<file path="config.mk">
export PLATFORM = sky130hd
export DESIGN_NAME = buzzer_arbiter
export DESIGN_NICKNAME = d
export VERILOG_FILES = /design/src/rtl/buzzer_arbiter.sv
export SDC_FILE = /design/constraint.sdc
export NUM_CORES = 1
export LEC_CHECK = 0
export CORE_MARGIN = 5
export CORE_UTILIZATION = 50
export DETAILED_ROUTE_END_ITERATION = 10
export PLACE_DENSITY = 0.73
export SLEW_MARGIN = 0
export SYNTH_ARGS = -nofsm -noshare
export SYNTH_HDL_FRONTEND = slang
export SYNTH_SLANG_ARGS = --single-unit
</file>
<file path="constraint.sdc">
create_clock -name i_clk -period 2.4 [get_ports i_clk]
set_clock_uncertainty 0.2 [all_clocks]
set_input_delay 0.48 -clock i_clk [delete_from_list [all_inputs] [get_ports i_clk]]
set_output_delay 0.48 -clock i_clk [all_outputs]
set_load 0.02 [all_outputs]
</file>
<file path="src/rtl/buzzer_arbiter.sv">
`default_nettype none
// ============================================================================
// Module   : buzzer_arbiter
// Purpose  : Shares the single board buzzer among three alert requesters
//            (info, warning, alarm) by fixed priority, then plays a
//            per-requester beep pattern.
//            A pattern is BEEPSi beeps. Each beep lasts ON_TICKS tick edges.
//            Beeps are separated by OFF_TICKS edges. GAP_TICKS silent edges
//            follow the last beep before the next grant.
// Ports    : i_clk        system clock
//            i_rst_n      asynchronous active-low reset
//            i_tick       slow square wave; every rising edge is one tick
//            i_tone500    500 Hz tone square (requester 0, info)
//            i_tone1k     1 kHz tone square  (requester 1, warning)
//            i_tone2k     2 kHz tone square  (requester 2, alarm)
//            i_req[2:0]   one-cycle request pulses, bit2 highest priority
//            o_buzzer     gated tone, registered
//            o_busy       high whenever a pattern is in progress
//            o_active_id  granted requester 0..2, 3 when idle
//            o_done       one-cycle pulse when a pattern finishes its gap
//            o_done_id    requester whose pattern finished, valid with o_done
// Options  : BUZZER_PREEMPT_EN - when defined, a pending higher-priority
//            request aborts the running pattern. The aborted requester is
//            re-queued and no Done pulse is issued for it.
// Revision : 1.0 - initial release
// ============================================================================
module buzzer_arbiter #(
  parameter int ON_TICKS  = 10,
  parameter int OFF_TICKS = 10,
  parameter int GAP_TICKS = 30,
  parameter int BEEPS0    = 1,
  parameter int BEEPS1    = 2,
  parameter int BEEPS2    = 3
) (
  input  logic       i_clk,
  input  logic       i_rst_n,
  input  logic       i_tick,
  input  logic       i_tone500,
  input  logic       i_tone1k,
  input  logic       i_tone2k,
  input  logic [2:0] i_req,
  output logic       o_buzzer,
  output logic       o_busy,
  output logic [1:0] o_active_id,
  output logic       o_done,
  output logic [1:0] o_done_id
);

  typedef enum logic [1:0] {
    ST_IDLE = 2'd0,
    ST_ON   = 2'd1,
    ST_OFF  = 2'd2,
    ST_GAP  = 2'd3
  } state_t;

  // Terminal values of the tick counter: the phase ends on the edge that
  // arrives while the counter already holds N-1.
  localparam logic [7:0] C_ON_LAST  = 8'(ON_TICKS - 1);
  localparam logic [7:0] C_OFF_LAST = 8'(OFF_TICKS - 1);
  localparam logic [7:0] C_GAP_LAST = 8'(GAP_TICKS - 1);
  localparam logic [1:0] C_ID_IDLE  = 2'd3;

  state_t     r_state;
  logic       r_tick_q;
  logic [2:0] r_pending;
  logic [7:0] r_tick_cnt;
  logic [2:0] r_beep_cnt;
  logic [1:0] r_active_id;
  logic       r_buzzer;
  logic       r_done;
  logic [1:0] r_done_id;

  logic       w_tick_p;
  logic       w_grant_vld;
  logic [1:0] w_grant_id;
  logic [2:0] w_grant_mask;
  logic [2:0] w_active_mask;
  logic [2:0] w_grant_beeps;
  logic       w_sel_tone;
  logic       w_preempt;

  assign w_tick_p = i_tick & ~r_tick_q;

  // Fixed priority: the highest pending bit wins.
  assign w_grant_vld = (r_state == ST_IDLE) && (r_pending != 3'b000);

  always_comb begin
    w_grant_id = 2'd0;
    if (r_pending[2]) begin
      w_grant_id = 2'd2;
    end else if (r_pending[1]) begin
      w_grant_id = 2'd1;
    end
  end

  assign w_grant_mask  = w_grant_vld ? 3'(3'b001 << w_grant_id) : 3'b000;
  // This expression is zero for the idle id 3, because the 1 shifts out of the 3-bit field.
  assign w_active_mask = 3'(3'b001 << r_active_id);

  always_comb begin
    w_grant_beeps = 3'(BEEPS0);
    w_sel_tone    = 1'b0;
    case (w_grant_id)
      2'd1:    w_grant_beeps = 3'(BEEPS1);
      2'd2:    w_grant_beeps = 3'(BEEPS2);
      default: w_grant_beeps = 3'(BEEPS0);
    endcase
    case (r_active_id)
      2'd0:    w_sel_tone = i_tone500;
      2'd1:    w_sel_tone = i_tone1k;
      2'd2:    w_sel_tone = i_tone2k;
      default: w_sel_tone = 1'b0;
    endcase
  end

`ifdef BUZZER_PREEMPT_EN
  // A pending bit above the active requester aborts the running pattern.
  always_comb begin
    w_preempt = 1'b0;
    if (r_state != ST_IDLE) begin
      case (r_active_id)
        2'd0:    w_preempt = r_pending[2] | r_pending[1];
        2'd1:    w_preempt = r_pending[2];
        default: w_preempt = 1'b0;
      endcase
    end
  end
`else
  assign w_preempt = 1'b0;
`endif

  // Tick edge detector. It resets to 1, so a tick that is already high at reset release does not produce an edge.
  always_ff @(posedge i_clk or negedge i_rst_n) begin
    if (!i_rst_n) begin
      r_tick_q <= 1'b1;
    end else begin
      r_tick_q <= i_tick;
    end
  end

  // A new request takes priority over the clear caused by a grant. An aborted requester is re-queued.
  always_ff @(posedge i_clk or negedge i_rst_n) begin
    if (!i_rst_n) begin
      r_pending <= 3'b000;
    end else begin
      r_pending <= (r_pending & ~w_grant_mask) | i_req |
                   (w_preempt ? w_active_mask : 3'b000);
    end
  end

  always_ff @(posedge i_clk or negedge i_rst_n) begin
    if (!i_rst_n) begin
      r_state     <= ST_IDLE;
      r_tick_cnt  <= 8'd0;
      r_beep_cnt  <= 3'd0;
      r_active_id <= C_ID_IDLE;
      r_buzzer    <= 1'b0;
      r_done      <= 1'b0;
      r_done_id   <= 2'd0;
    end else begin
      r_done   <= 1'b0;
      r_buzzer <= (r_state == ST_ON) ? w_sel_tone : 1'b0;
      case (r_state)
        ST_IDLE: begin
          // Tick edges that arrive while idle are not counted.
          if (w_grant_vld) begin
            r_state     <= ST_ON;
            r_active_id <= w_grant_id;
            r_beep_cnt  <= w_grant_beeps;
            r_tick_cnt  <= 8'd0;
          end
        end
        default: begin
          if (w_preempt) begin
            r_state     <= ST_IDLE;
            r_active_id <= C_ID_IDLE;
            r_tick_cnt  <= 8'd0;
            r_beep_cnt  <= 3'd0;
          end else if (w_tick_p) begin
            case (r_state)
              ST_ON: begin
                if (r_tick_cnt == C_ON_LAST) begin
                  r_tick_cnt <= 8'd0;
                  r_beep_cnt <= r_beep_cnt - 3'd1;
                  r_state    <= (r_beep_cnt == 3'd1) ? ST_GAP : ST_OFF;
                end else begin
                  r_tick_cnt <= r_tick_cnt + 8'd1;
                end
              end
              ST_OFF: begin
                if (r_tick_cnt == C_OFF_LAST) begin
                  r_tick_cnt <= 8'd0;
                  r_state    <= ST_ON;
                end else begin
                  r_tick_cnt <= r_tick_cnt + 8'd1;
                end
              end
              default: begin
                if (r_tick_cnt == C_GAP_LAST) begin
                  r_tick_cnt  <= 8'd0;
                  r_state     <= ST_IDLE;
                  r_done      <= 1'b1;
                  r_done_id   <= r_active_id;
                  r_active_id <= C_ID_IDLE;
                end else begin
                  r_tick_cnt <= r_tick_cnt + 8'd1;
                end
              end
            endcase
          end
        end
      endcase
    end
  end

  assign o_buzzer    = r_buzzer;
  assign o_busy      = (r_state != ST_IDLE);
  assign o_active_id = r_active_id;
  assign o_done      = r_done;
  assign o_done_id   = r_done_id;

endmodule
`default_nettype wire

</file>
met3.png
Drawn at 4 px/um.
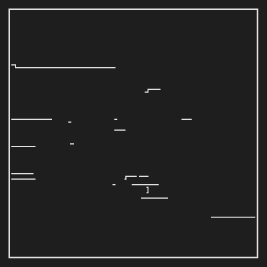
main direction: horizontal
wire length on this layer: 94.7 um
nets with wire on the layer: 14
vias after detailed routing: 1,115
GR Util met3: 0.0231
Final Routed Wirelength: 3010 um

gate_families.png
Drawn at 8 px/um.
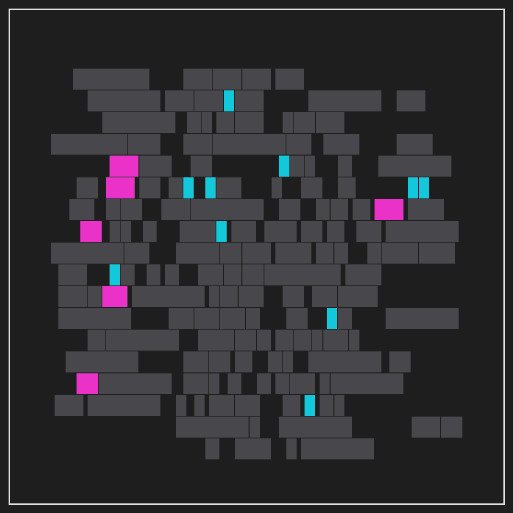
[magenta] AND-OR and OR-AND gates | cells: 6
[cyan] inverters | cells: 10
Final Non-Filler Cells: 187
Commonest Layout Cell: sky130_fd_sc_hd__dfrtp_1
multi-input combinational area share: 0.438

==> COMMIT_EDITMSG <==
Update PnR metrics after Yosys + OpenROAD run

* Number of top-level pins: 16
* Die Footprint: 3800 um2
* Crit path DRT: 2400 ps
- Average wire length per cell after detail routing: 16.1 um
* Number of clock buffers inserted by TritonCTS: 3
- Clock sinks: 23
- Die Wd: 61.7 um
* Worst slack at placement: -38.8 ps
* Largest driver fanout on the critical path: 4
* Hpwl dp: 2310 um
* Final weighted congestion in routability-driven placement: 0.860
- The mapped netlist covers 1340 um2.
- Using the TritonRoute via totals, the vias-per-cell ratio works out to 5.96.
* Path type of the worst setup path: reg2reg
* Synthesized-area fraction occupied by and/or/nand/nor cells: 0.212
- Max stage delay on crit path: 520 ps
- In this run, synthesis inferred 0 flip-flops with an integrated enable.
- The number of global-route vias before repair came to 1,162.
* Total DRC errors in the routed layout: 0
* Worst Setup SP: r_state[0]
* Worst VDD drop: 688 uV
* Worst hold slack: 286 ps
* Seq/Total Area, Yosys: 0.434
* Net switching power: 0.708 mW
- Area share of fa/ha/maj cells after synthesis: 0.0843
- Final Setup Violations: 0
- Entering global routing, the biggest net connects 24 pins.
- The most common logic cells in the final layout are sky130_fd_sc_hd__dfrtp_1 (20), sky130_fd_sc_hd__clkdlybuf4s50_1 (14), sky130_fd_sc_hd__inv_1 (10), sky130_fd_sc_hd__nor2_1 (10).
- Peak clock frequency supported by timing: 444 MHz
- In this run, placement finished with an instance count of 183.
- Summed over all layers, the global routing overflow is 0.
* Nets@finish: 176
* Crit path arrival time: 2260 ps
- The first routing iteration left 23 violations.
- After synthesis, the largest family of logic cells by area is simple AND/OR/NAND/NOR gates.
- The path class of the tightest hold or removal check is in2async.
- Final setup slack of the worst path: 145 ps
- Result of the run: finished clean
- The final timing report lists a hold violation count of 0.
- The power report attributes to the clock group a share of 0.112.
- AND-OR/OR-AND share of the synthesized area: 0.165
- In this run the number of H-tree levels came out at 1.
- Antenna Violating Nets Remaining: 0
* Power density over cell area: 1030 nW/um2
- Number of slew-limit violations in the final report: 0
- In the final layout, the share of cells above drive strength 1 is 0.159.
* Reg-to-reg endpoint: r_beep_cnt[1]
- CTS reports a maximum clock tree buffer depth of 2.
- Element type at the critical path start: register
- The share of total power dissipated in combinational logic is 0.515.
- The final timing summary puts the cycle share of the worst path at 0.939.
- Initial antenna violation count: 0
- Clock tree from TritonCTS: built
* Synthesized area per cell: 10.0 um2
* Count of max-cap constraint violations: 0
- The floorplan has 18 rows.
- In the CTS report, the clock slew at the register clock pins of the worst setup and hold paths is listed as 140 ps.
- The script extracted a total leakage power of 0.699 nW.
- Area of the core: 2520 um2
- Of the total power, registers draw 0.373.
* Hold-fix buffers, CTS: 0
- The capture point of the critical path was reported as r_beep_cnt[1].
* OpenROAD warning count: 32
* Die height: 61.7 um
- Number of warnings printed during yosys synthesis: 0
- The root buffer cell chosen for the clock tree is sky130_fd_sc_hd__clkbuf_4.
- The cell count after synthesis came out at 133.
- In this run the tightest slew margin relative to its limit is 0.766.
- Internal cell power: 0.941 mW
- Cells traversed along the worst timing path: inv_1 > ha_1 > or3b_2 > or4_4 > nand3_2 > o221ai_2
* Overall fraction of global-route tracks in use: 0.185
- The first detailed-routing pass ran for 4 iterations.
- The synthesis stat section lists a flop and latch total of 23.
- Post-synth net total: 151
* Sw Share: 0.429
* Clk latency late pin: 320 ps
* Tightest Pin Transition: 348 ps
- The first global-routing pass estimated 5200 um of wire.
* Fp_density: 0.529
* Portion of netlist area occupied by mux cells: 0.0244
* Most instantiated flip-flop cell in the synthesis netlist: sky130_fd_sc_hd__dfrtp_1
- Per the timing report, the most critical flop-to-flop path originates at r_state[0].
- Yosys-reported design area after synthesis: 1340 um2
- Final TNS setup: 0 ps
* Depth of the worst register-to-register path: 6
* Minimum period implied by the final worst setup slack: 2250 ps
- Antenna Diode Count: 0
* Slowest cell on the critical path: sky130_fd_sc_hd__or4_4
- Kind of end point of the critical path: register
drive_strength.png
Drawn at 8 px/um.
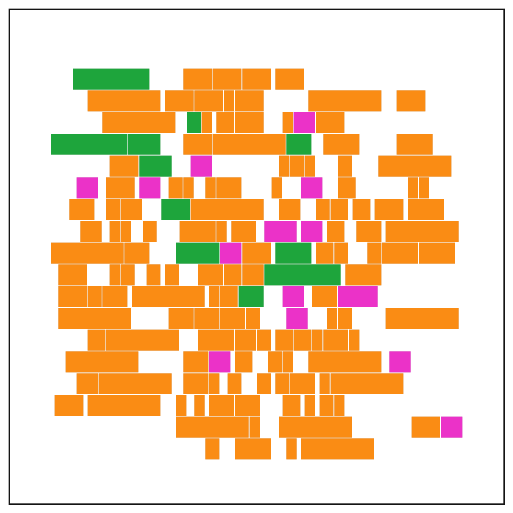
[magenta] drive 3 to 4 | cells: 14 | share: 8.9%
[green] drive 2 | cells: 11 | share: 7.0%
[orange] drive 1 or less | cells: 132 | share: 84%
number of ordinary and repair buffers in the finished layout: 24
layout-stage area growth over the synthesis result: 19.8%

met2.png
Drawn at 4 px/um.
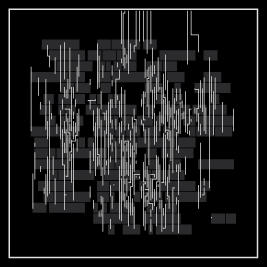
nets with wire on the layer: 145
share of all routed wire: 48%
met2 capacity usage during global routing: 0.303

layer usage:
metal,up-vias,wire (um),part of all wire,global-route usage
met5,-,0,0,0
met4,0,53,0.018,0.0727
met3,8,94,0.031,0.0231
met2,24,1430,0.48,0.303
met1,547,1430,0.47,0.248
li1,536,-,-,-
cell type report:
type                            instances  area (um2)
Clock buffer                            3        22.5
Tap cell                               30        37.5
Timing Repair Buffer                   24         216
Sequential cell                        23         579
Inverter                               10        37.5
Fill cell                             216         923
Clock inverter                          1        5.00
Multi-Input combinational cell         96         701
cell families (layout without fill, tap and decap cells):
family                   after synthesis  after routing
AND-OR/OR-AND                         31             31
XOR/XNOR                               6              6
adder cells (fa/ha/maj)                9              9
buffers and inverters                 14             38
flip-flops                            23             23
multiplexers                           3              3
AND/OR/NAND/NOR                       47             47
critical path: cells and delay by family, from the launching register on:
kind	cells	cell delay, ps
compound gates	1	80
flops	1	420
buf+inv	1	100
fa+ha+maj	1	240
simple gates	3	1110
synthesized netlist by cell type, types with 2 or more instances:
cell type,instances,area share
sky130_fd_sc_hd__nand3_1,7,0.026
sky130_fd_sc_hd__nor2_1,10,0.028
sky130_fd_sc_hd__and3b_1,2,0.013
sky130_fd_sc_hd__nand2_1,7,0.020
sky130_fd_sc_hd__o22ai_1,4,0.019
sky130_fd_sc_hd__mux2_2,2,0.017
sky130_fd_sc_hd__a21o_1,2,0.011
sky130_fd_sc_hd__o2111ai_1,2,0.013
sky130_fd_sc_hd__and3_1,2,0.0094
sky130_fd_sc_hd__a31oi_1,2,0.0094
sky130_fd_sc_hd__inv_1,10,0.028
sky130_fd_sc_hd__dfrtp_1,20,0.37
sky130_fd_sc_hd__ha_1,9,0.084
sky130_fd_sc_hd__nand4_1,3,0.014
sky130_fd_sc_hd__or3b_2,2,0.013
sky130_fd_sc_hd__a21oi_1,5,0.019
sky130_fd_sc_hd__nor3_1,3,0.011
sky130_fd_sc_hd__dfstp_2,3,0.059
sky130_fd_sc_hd__o32a_1,2,0.015
sky130_fd_sc_hd__o21ai_0,6,0.022
sky130_fd_sc_hd__xor2_1,4,0.026
sky130_fd_sc_hd__xnor2_1,2,0.013
sky130_fd_sc_hd__clkbuf_1,2,0.0056
stage by stage:
stage | util | instance area [um2] | power [mW]
after floorplan | - | 1340 | 1.16
after global placement | 0.624 | 1570 | 1.42
after detailed placement | 0.624 | 1570 | 1.47
after CTS | 0.634 | 1600 | 1.65
after global routing | 0.634 | 1600 | 1.79
final | 0.634 | 1600 | 1.65
sequential cells by signal (all words and copies together) (netlist names):
signal and cells:
r_tick_cnt 8, r_beep_cnt 3, r_pending 3, o_active_id 2, o_done_id 2, r_state 2, o_buzzer 1, o_done 1
r_tick_q 1
power by group through the flow:
stage                     clock, mW  sequential (mW)  combinational [mW]
after floorplan                   0            0.589               0.569
after global placement            0            0.612               0.809
after detailed placement          0            0.620               0.845
after CTS                     0.191            0.613               0.845
after global routing          0.204            0.631               0.952
final                         0.185            0.616               0.849
repair_timing:
item | CTS | global route
endpoints found under the hold margin | 0 | 0
endpoints found under the setup margin | 1 | 0
resized | 1 | 0
buffers inserted | 0 | 0
Power figures rest on the tool's default switching activity, not on a simulated workload.
